===== config.mk =====
export PLATFORM = sky130hd
export DESIGN_NAME = nabp_angle_scheduler_flat
export DESIGN_NICKNAME = d
export VERILOG_FILES = /design/src/rtl/nabp_pkg.sv /design/src/rtl/nabp_angle_scheduler_if.sv /design/src/rtl/nabp_angle_counter.sv /design/src/rtl/nabp_angle_scheduler.sv /design/src/flat_wrapper.sv
export SDC_FILE = /design/constraint.sdc
export NUM_CORES = 1
export LEC_CHECK = 0
export ABC_AREA = 0
export CAP_MARGIN = 20
export CORE_ASPECT_RATIO = 1.1
export CORE_MARGIN = 2
export CORE_UTILIZATION = 35
export DETAILED_ROUTE_END_ITERATION = 12
export GPL_ROUTABILITY_DRIVEN = 0
export PLACE_DENSITY = 0.57
export REMOVE_ABC_BUFFERS = 1
export SLEW_MARGIN = 20
export SYNTH_ARGS = -nofsm -noshare
export SYNTH_HDL_FRONTEND = slang
export SYNTH_SLANG_ARGS = --single-unit

===== constraint.sdc =====
create_clock -name clk -period 2.8 [get_ports clk]
set_input_delay 0.28 -clock clk [delete_from_list [all_inputs] [get_ports clk]]
set_output_delay 0.28 -clock clk [all_outputs]
set_load 0.005 [all_outputs]

===== src/rtl/nabp_pkg.sv =====
// Shared types and constants for the NABP angle scheduler: state encoding,
// angle-index width and the performance counter helpers.
package nabp_pkg;

  localparam int kNoOfAnglesLength = 8;
  localparam int kPerfCntW         = 32;

  typedef enum logic [2:0] {
    S_IDLE    = 3'd0,
    S_WAIT_FP = 3'd1,
    S_KICK    = 3'd2,
    S_BUSY    = 3'd3,
    S_ADVANCE = 3'd4,
    S_FINISH  = 3'd5
  } sched_state_e;

  // Counters stick at all-ones instead of wrapping back to zero
  function automatic logic [kPerfCntW-1:0] sat_inc(input logic [kPerfCntW-1:0] v);
    return (&v) ? v : v + 1'b1;
  endfunction

endpackage


===== src/rtl/nabp_angle_scheduler_if.sv =====
// Host / filtered-projection buffer / image addresser signals of the scheduler.
// master = scheduler side, slave = surrounding logic. NABP_SCHED_PERF_EN adds perf counters.
interface nabp_angle_scheduler_if
  import nabp_pkg::*;
#(
  parameter int ANGLE_WIDTH = kNoOfAnglesLength
);
  logic                   start;
  logic                   abort;
  logic                   fp_valid;
  logic                   fp_ack;
  logic                   ir_kick;
  logic                   ir_done;
  logic [ANGLE_WIDTH-1:0] angle;
  logic                   busy;
  logic                   done;
  logic                   aborted;
`ifdef NABP_SCHED_PERF_EN
  logic [kPerfCntW-1:0]   stall_cycles;
  logic [kPerfCntW-1:0]   busy_cycles;

  modport master (
    input  start, abort, fp_valid, ir_done,
    output fp_ack, ir_kick, angle, busy, done, aborted, stall_cycles, busy_cycles
  );
  modport slave (
    output start, abort, fp_valid, ir_done,
    input  fp_ack, ir_kick, angle, busy, done, aborted, stall_cycles, busy_cycles
  );
`else
  modport master (
    input  start, abort, fp_valid, ir_done,
    output fp_ack, ir_kick, angle, busy, done, aborted
  );
  modport slave (
    output start, abort, fp_valid, ir_done,
    input  fp_ack, ir_kick, angle, busy, done, aborted
  );
`endif
endinterface


===== src/rtl/nabp_angle_counter.sv =====
// Angle index register for the scheduler: clears to 0, increments without wrap,
// and flags the final angle of the run.
module nabp_angle_counter #(
  parameter int NO_OF_ANGLES = 180,
  parameter int ANGLE_WIDTH  = 8
) (
  input  logic                   clk,
  input  logic                   reset_n,
  input  logic                   clear,
  input  logic                   inc,
  output logic [ANGLE_WIDTH-1:0] angle,
  output logic                   last
);

  localparam logic [ANGLE_WIDTH-1:0] kLastAngle = ANGLE_WIDTH'(NO_OF_ANGLES - 1);

  assign last = (angle == kLastAngle);

  always_ff @(posedge clk or negedge reset_n) begin
    if (!reset_n) begin
      angle <= '0;
    end else if (clear) begin
      angle <= '0;
    end else if (inc && !last) begin
      angle <= angle + 1'b1;
    end
  end

endmodule


===== src/rtl/nabp_angle_scheduler.sv =====
// Per-angle sequencer for one NABP back-projection run: waits for a projection line,
// kicks the image addresser, waits for it, advances. NABP_SCHED_PERF_EN adds stall/busy counters.
module nabp_angle_scheduler
  import nabp_pkg::*;
#(
  parameter int NO_OF_ANGLES = 180,
  parameter int ANGLE_WIDTH  = kNoOfAnglesLength
) (
  input logic                   clk,
  input logic                   reset_n,
  nabp_angle_scheduler_if.master bus
);

  sched_state_e           state;
  sched_state_e           state_nxt;
  logic                   ang_clear;
  logic                   ang_inc;
  logic                   abort_take;
  logic                   ang_last;
  logic [ANGLE_WIDTH-1:0] ang;
  logic                   kick_q;
  logic                   busy_q;
  logic                   done_q;
  logic                   aborted_q;

  nabp_angle_counter #(
    .NO_OF_ANGLES (NO_OF_ANGLES),
    .ANGLE_WIDTH  (ANGLE_WIDTH)
  ) u_angle_counter (
    .clk     (clk),
    .reset_n (reset_n),
    .clear   (ang_clear),
    .inc     (ang_inc),
    .angle   (ang),
    .last    (ang_last)
  );

  // abort outranks every transition except the start decision in IDLE
  always_comb begin
    state_nxt  = state;
    ang_clear  = 1'b0;
    ang_inc    = 1'b0;
    abort_take = 1'b0;
    if (state != S_IDLE && bus.abort) begin
      state_nxt  = S_IDLE;
      ang_clear  = 1'b1;
      abort_take = 1'b1;
    end else begin
      case (state)
        S_IDLE: begin
          if (bus.start) begin
            state_nxt = S_WAIT_FP;
            ang_clear = 1'b1;
          end
        end
        S_WAIT_FP: if (bus.fp_valid) state_nxt = S_KICK;
        S_KICK:    state_nxt = S_BUSY;
        S_BUSY:    if (bus.ir_done) state_nxt = S_ADVANCE;
        S_ADVANCE: begin
          if (ang_last) begin
            state_nxt = S_FINISH;
          end else begin
            state_nxt = S_WAIT_FP;
            ang_inc   = 1'b1;
          end
        end
        S_FINISH:  state_nxt = S_IDLE;
        default:   state_nxt = S_IDLE;
      endcase
    end
  end

  // Outputs are registered from the next state, so they track the state register exactly
  always_ff @(posedge clk or negedge reset_n) begin
    if (!reset_n) begin
      state     <= S_IDLE;
      kick_q    <= 1'b0;
      busy_q    <= 1'b0;
      done_q    <= 1'b0;
      aborted_q <= 1'b0;
    end else begin
      state     <= state_nxt;
      kick_q    <= (state_nxt == S_KICK);
      busy_q    <= (state_nxt != S_IDLE);
      done_q    <= (state_nxt == S_FINISH);
      aborted_q <= abort_take;
    end
  end

  assign bus.fp_ack  = kick_q;
  assign bus.ir_kick = kick_q;
  assign bus.busy    = busy_q;
  assign bus.done    = done_q;
  assign bus.aborted = aborted_q;
  assign bus.angle   = ang;

`ifdef NABP_SCHED_PERF_EN
  logic [kPerfCntW-1:0] stall_cnt;
  logic [kPerfCntW-1:0] busy_cnt;

  // Counts are kept after the run ends and only cleared when the next run starts
  always_ff @(posedge clk or negedge reset_n) begin
    if (!reset_n) begin
      stall_cnt <= '0;
      busy_cnt  <= '0;
    end else if (state == S_IDLE && state_nxt == S_WAIT_FP) begin
      stall_cnt <= '0;
      busy_cnt  <= '0;
    end else begin
      if (state == S_WAIT_FP && !bus.fp_valid) stall_cnt <= sat_inc(stall_cnt);
      if (state == S_BUSY)                     busy_cnt  <= sat_inc(busy_cnt);
    end
  end

  assign bus.stall_cycles = stall_cnt;
  assign bus.busy_cycles  = busy_cnt;
`endif

endmodule


===== src/flat_wrapper.sv =====
// flat-port wrapper written by rule: the top's interface ports become plain ports
module nabp_angle_scheduler_flat import nabp_pkg::*;
#(
  parameter int NO_OF_ANGLES = 180,
  parameter int ANGLE_WIDTH  = kNoOfAnglesLength
)
  (clk, reset_n, bus_start, bus_abort, bus_fp_valid, bus_ir_done, bus_fp_ack, bus_ir_kick, bus_angle, bus_busy, bus_done, bus_aborted);
  nabp_angle_scheduler_if #(.ANGLE_WIDTH(ANGLE_WIDTH)) bus_i ();
  input logic clk;
  input logic reset_n;
  input wire logic [$bits(bus_i.start)-1:0] bus_start;
  input wire logic [$bits(bus_i.abort)-1:0] bus_abort;
  input wire logic [$bits(bus_i.fp_valid)-1:0] bus_fp_valid;
  input wire logic [$bits(bus_i.ir_done)-1:0] bus_ir_done;
  output wire logic [$bits(bus_i.fp_ack)-1:0] bus_fp_ack;
  output wire logic [$bits(bus_i.ir_kick)-1:0] bus_ir_kick;
  output wire logic [$bits(bus_i.angle)-1:0] bus_angle;
  output wire logic [$bits(bus_i.busy)-1:0] bus_busy;
  output wire logic [$bits(bus_i.done)-1:0] bus_done;
  output wire logic [$bits(bus_i.aborted)-1:0] bus_aborted;
  assign bus_i.start = bus_start;
  assign bus_i.abort = bus_abort;
  assign bus_i.fp_valid = bus_fp_valid;
  assign bus_i.ir_done = bus_ir_done;
  assign bus_fp_ack = bus_i.fp_ack;
  assign bus_ir_kick = bus_i.ir_kick;
  assign bus_angle = bus_i.angle;
  assign bus_busy = bus_i.busy;
  assign bus_done = bus_i.done;
  assign bus_aborted = bus_i.aborted;
  nabp_angle_scheduler #(.NO_OF_ANGLES(NO_OF_ANGLES), .ANGLE_WIDTH(ANGLE_WIDTH)) u_core (.clk(clk), .reset_n(reset_n), .bus(bus_i));
endmodule

**Routing congestion map**

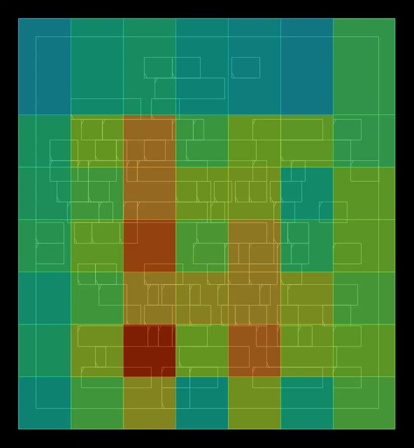
met2 Use GR: 22.7%
layer with the highest usage: met2
GRT Total Usage: 13.1%

**Power grid**

Scale: 8 px per um. Pins as bars on the die edge.
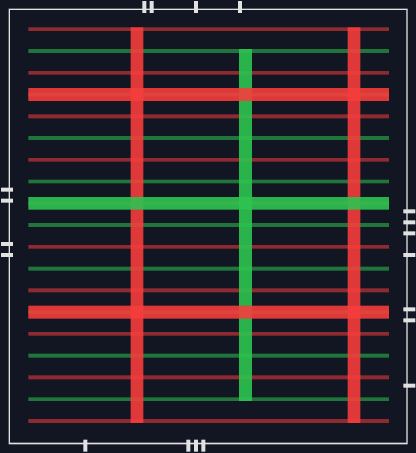
- green: VDD
- red: VSS
- signal pins: 19
- met1 rails: 19
- met4 straps: 3
- met5 straps: 3
- rows: 18
core footprint: 2210 um2
die width: 49.5 um
Max IR drop VDD: 0.000321 V
die y size: 54.1 um

**Cell density map**

Scale: 4 px per um. 10 x 11 tiles, from white (low) to dark blue (high), 0 to 100% covered.
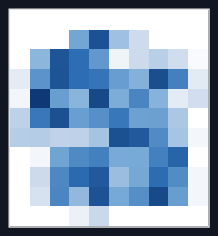
- fullest tile: 96%
- mean over tiles: 36%
- tiles over 75% full: 16%
- emptiest ninth of the die: upper right

[per-layer routing]
metal | global-route usage [%] | vias to the layer above | share of wire (%)
li1 | - | 328 | -
met1 | 15.1 | 321 | 46
met2 | 22.7 | 15 | 48
met3 | 1.67 | 4 | 3.7
met4 | 9.72 | 0 | 2.5
met5 | 0 | - | 0
[power groups by stage]
stage / clock network (W) / logic (W) / registers, W
6_report: 0.000121 / 0.000148 / 0.000273
3_5_place_dp: 0 / 0.000150 / 0.000278
4_1_cts: 0.000126 / 0.000150 / 0.000274
2_1_floorplan: 0 / 0.0000833 / 0.000273
3_3_place_gp: 0 / 0.000151 / 0.000276
5_1_grt: 0.000133 / 0.000163 / 0.000277
[path summary, 6_finish.rpt]
kind                                              endpoint  slack [ps]  cells after the start
min reg2reg                u_core.u_angle_counter.angle[0]         560                      1
max in group asynchronous  u_core.u_angle_counter.angle[3]        1970                      1
min in group clk           u_core.u_angle_counter.angle[0]         560                      1
max                        u_core.u_angle_counter.angle[7]         910                      3
min                        u_core.u_angle_counter.angle[2]         400                      1
max reg2reg                u_core.u_angle_counter.angle[7]         910                      3
[cells by family after synthesis]
kind of cell | Yosys count
flip-flops | 15
AND/OR/NAND/NOR | 28
multiplexers | 4
buffers and inverters | 9
AND-OR/OR-AND | 19
adder cells (fa/ha/maj) | 2
[registers in the layout, indices dropped and copies added (netlist names)]
name,flops
u_core.u_angle_counter.angle,8
u_core.state,3
u_core.bus.aborted,1
u_core.bus.busy,1
u_core.bus.done,1
u_core.bus.fp_ack,1
[through the flow]
stage,setup slack [ps],instances
after floorplan,1050,73
after global placement,749,121
after detailed placement,690,121
after CTS,899,125
after global routing,845,125
final,906,125
[worst max-delay path, stage by stage, from the launching register on]
cell and delay, ps:
dfrtp_1 470, or4b_4 650, or4_1 520, a21oi_1 170
[cell type report]
cell class / count / share of cell area, %
tap: 30 / 3.74
clock buffer: 4 / 2.62
multi-input combinational: 53 / 36.5
inverter: 5 / 1.87
timing repair buffer: 18 / 17.9
sequential: 15 / 37.4
[synthesized netlist by cell type, types with 2 or more instances]
cell	instances	area share [%]
or4_1	3	2.8
a21oi_1	5	3.1
nand2_1	4	1.9
buf_6	2	2.8
nand3_1	6	3.8
or2_2	2	1.6
o31ai_1	4	3.8
or3_1	2	1.6
nor3b_1	2	1.9
buf_4	2	1.9
mux2i_1	3	3.8
nor2_1	2	0.94
inv_1	5	2.4
o21ai_0	4	2.5
dfrtp_1	15	47
==> GITHUB_STEP_SUMMARY <==
## PnR job results

| Metric | Value |
|---|---|
| Status | `completed` |
| Pre-placement core utilization | `36.2%` |
| TritonCTS buffer count | `3` |
| Number of enable flip-flop cells | `0` |
| Vias in the first global route | `607` |
| Final net count | `103` |
| Ratio of cells with drive above 1 in the final layout | `10.5%` |
| CTS tree | `yes` |
| Sw frac | `30.0%` |
| Max Cap Viol | `0` |
| Internal | `0.000380 W` |
| Vias/cell | `5.34` |
| Pwr Density | `540 nW/um2` |
| Post-Syn Area | `798 um2` |
| Clock Tree Buf Depth | `2` |
| Die Size | `2680 um2` |
| Adder share | `2.82%` |
| Initial antenna violation count | `0` |
| Cell count in the Yosys report | `77` |
| Post-Route Skew | `3.57 ps` |
| Register area | `375 um2` |
Power is estimated from default activity; no workload was simulated.
